### Metal 1

Scale bar: 20 um. Supply wires on this layer in gray.
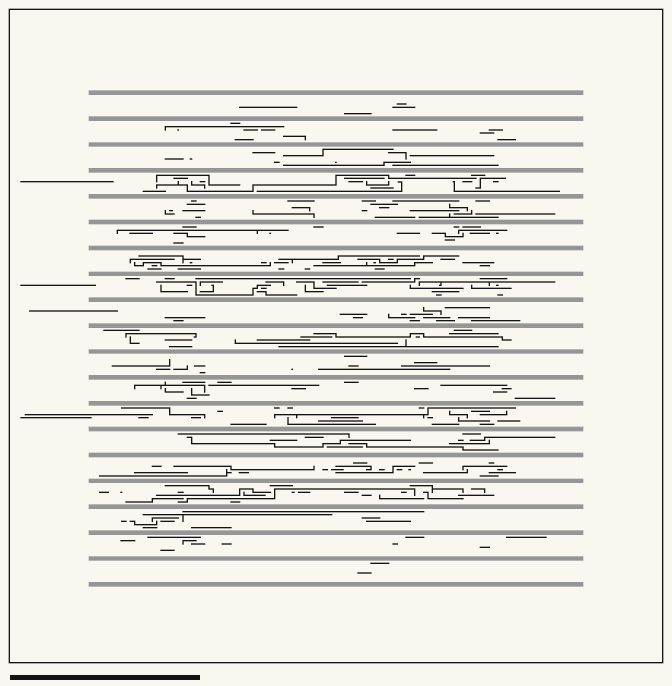
### The metal 2 layer

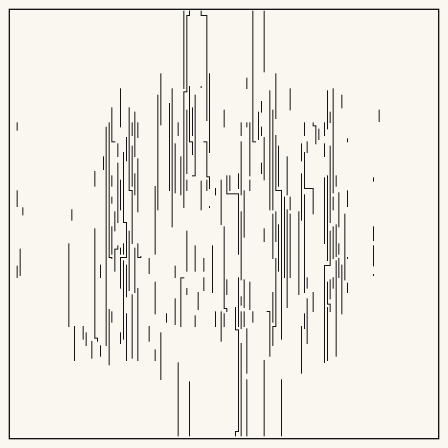
### M3 wires

Scale bar: 20 um. Cells faint in the background.
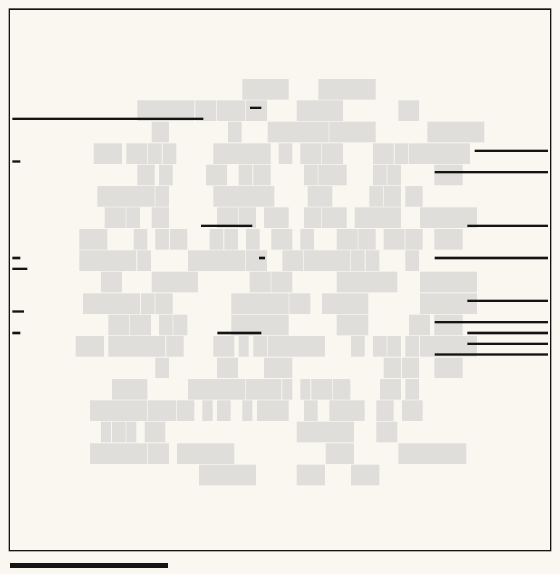
### Gate families picked out

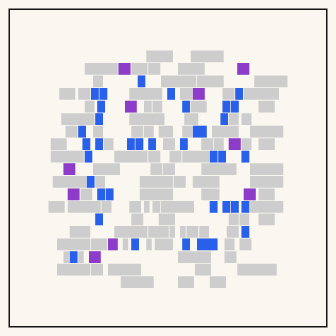
### Clock wiring as the flow saved it

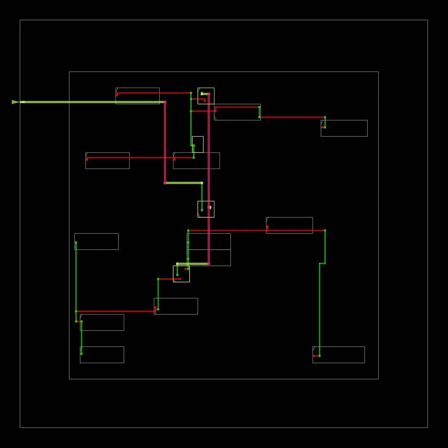
==> config.mk <==
export PLATFORM = sky130hd
export DESIGN_NAME = xor_parity_accum
export DESIGN_NICKNAME = d
export VERILOG_FILES = /design/src/rtl/xor_parity_pkg.sv /design/src/rtl/xor_nand_cell.sv /design/src/rtl/xor_parity_accum.sv
export SDC_FILE = /design/constraint.sdc
export NUM_CORES = 1
export LEC_CHECK = 0
export CELL_PAD_IN_SITES_DETAIL_PLACEMENT = 0
export CELL_PAD_IN_SITES_GLOBAL_PLACEMENT = 1
export CORE_MARGIN = 8
export CORE_UTILIZATION = 33
export CTS_CLUSTER_SIZE = 30
export DETAILED_ROUTE_END_ITERATION = 12
export PLACE_DENSITY_LB_ADDON = 0.1
export SLEW_MARGIN = 20
export SYNTH_ARGS = -nofsm -noshare
export SYNTH_HDL_FRONTEND = slang
export SYNTH_SLANG_ARGS = --single-unit
==> constraint.sdc <==
create_clock -name clk -period 1.9 [get_ports clk]
set_clock_uncertainty 0.2 [all_clocks]
set_input_delay 0.19 -clock clk [delete_from_list [all_inputs] [get_ports clk]]
set_output_delay 0.19 -clock clk [all_outputs]
set_load 0.1 [all_outputs]
==> summary.txt <==
Results of the run.

The flow ran to the end, and the final reports show no timing, DRC or antenna violations. The power per standard cell area is 556 nW/um^2. For flop-to-flop paths, the worst setup slack is 350 ps.

The library cell with the highest instance count after synthesis is sky130_fd_sc_hd__a21oi_1. The I/O pin total is 27. After detailed routing, the wire length on met1 is 1170 um. For the completed layout, the total cell area is recorded as 1470 um^2. The setup slack after placement is 157 ps.

Across all hold checks on the routed design, the worst slack comes to 276 ps. The sequential power is 311 uW. The final weighted congestion of routability-driven global placement is 0.741. After the last flow step, the layout net total stands at 163.

STA puts the critical path data arrival time at 1480 ps. The clock tree from TritonCTS is yes. The chip area in the Yosys report is 911 um^2.

The register clock-pin slew on the reported worst setup and hold paths is 100 ps. Post-synth the commonest register cell is sky130_fd_sc_hd__dfxtp_1. The slew at the pin closest to its max-slew limit is 539 ps.

The final hold violation count recorded for this run is 0. The most numerous cell on the critical path is sky130_fd_sc_hd__xnor2_2. The category of the critical setup timing path is flop to output pin. In this run the clock root is driven by a sky130_fd_sc_hd__clkbuf_4. From synthesis to final layout, the design area changed by 61.7%. In the detailed route, the total length drawn on met3 is 146 um. The proportion of synthesized chip area in sequential cells is 0.286. Along the worst hold path, the cell count comes to 2. The fraction of final layout cells sized beyond drive strength 1 is 0.361. In the finished design, the share of the clock period the worst path needs comes to 0.985. The standard cell area after detailed placement is 1380 um^2. For the finished layout, the period the worst path requires is 1870 ps. Setup slack on the critical path of the routed design comes to 27.9 ps.

For the worst flop-to-flop path, the logic depth is 5. Looking at the clock tree report, the maximum root-to-sink buffer count equals 2. The count of TritonRoute iterations in the first routing pass is 4. The initial core utilization is 0.339. Switching power as a fraction of the total was reported as 0.369.

The count of cell types in the netlist is 26. The final core utilization is 0.548. The average instance in the mapped netlist occupies 7.72 um^2.

The share of power burned in registers is 0.380. For this run, the slowest stage of the critical path takes 360 ps. The critical path maximum fanout is 4.

The wire length of the first global-routing pass is 4250 um. The number of global-route vias before repair is 884. The worst setup path is launched from a flop.

Setup repair after global routing could not meet its margin everywhere. According to the hold report, the worst path is of the flop to flop type. The overall global routing resource usage is 0.122. The number of nets handed over by synthesis was 133.

The clock drives 13 sinks. Looking at the clock tree report, the H-tree level count equals 1. Detailed-route iteration 0 reported a violation count of 51.

Ranking logic cells in the layout by count gives the top entries 25 x sky130_fd_sc_hd__a21oi_1, 16 x sky130_fd_sc_hd__nand2b_1, 14 x sky130_fd_sc_hd__buf_12, 12 x sky130_fd_sc_hd__clkdlybuf4s50_1. Per the OpenROAD floorplan log, the area of the core is 2690 um^2. In this run the critical path is formed by xor2_2 -> xnor2_2 -> xnor2_2 -> nor2_4 -> buf_12. The OpenROAD warning count is 28.

The total negative setup slack is 0 ps. The power spent charging and discharging nets is 302 uW.
Notes on 'Metal 1' above:
wire length on this layer: 1,170 um
share of all routed wire: 44%
longest straight run: 25.3 um
main direction: horizontal
nets with wire on the layer: 136
met1 capacity usage during global routing: 0.153
via total after detailed routing: 912
Total Wirelength: 2670 um

Notes on 'The metal 2 layer' above:
nets with wire on the layer: 136
longest straight run: 35.0 um
main direction: vertical
wire length on this layer: 1,310 um
met2 usage: 0.193

Notes on 'M3 wires' above:
longest straight run: 23.9 um
wire length on this layer: 147 um
share of all routed wire: 5.5%
met3 Use GR: 0.0307

Notes on 'Gate families picked out' above:
legend:
  AND and OR gates:
    color: purple
    cells: 10
  inverting AOI/OAI gates:
    color: blue
    cells: 36
Top cell excl fill/tap: sky130_fd_sc_hd__a21oi_1
fraction of area in multi-input gates: 0.460
post-route insts no fill: 178

Notes on 'Clock wiring as the flow saved it' above:
Skew-Pair Late Insertion Delay: 290 ps
count of sequential standard cells: 13
Clock buffer cells: 3
power attributed to the clock group: 192 uW

[critical path: cells and delay by family, from the launching register on]
kind                   cells  cell delay (ps)
XOR/XNOR                   3              510
flip-flops                 1              360
buffers and inverters      1              180
AND/OR/NAND/NOR            1              130
[cell families after synthesis]
logic type,share of synthesized area
and+or+nand+nor,0.319
AOI/OAI and AO/OA,0.218
xor gates and xnor gates,0.0673
DFF,0.286
muxes,0.0220
buffers and inverters,0.0604
adders and majority gates,0.0275
[repair_timing]
action | in CTS | in global routing
setup endpoints to repair | 1 | 6
resized | 0 | 14
pin swaps | 1 | 4
buffers inserted | 0 | 0
[area by class of cell]
cell class                 instances  area share
clock inverter                     1     0.00340
timing repair buffer              33       0.308
multi-input combinational         95       0.460
tap                               31      0.0263
sequential                        13       0.183
inverter                           2     0.00510
clock buffer                       3      0.0153
Power figures rest on the tool's default switching activity, not on a simulated workload.
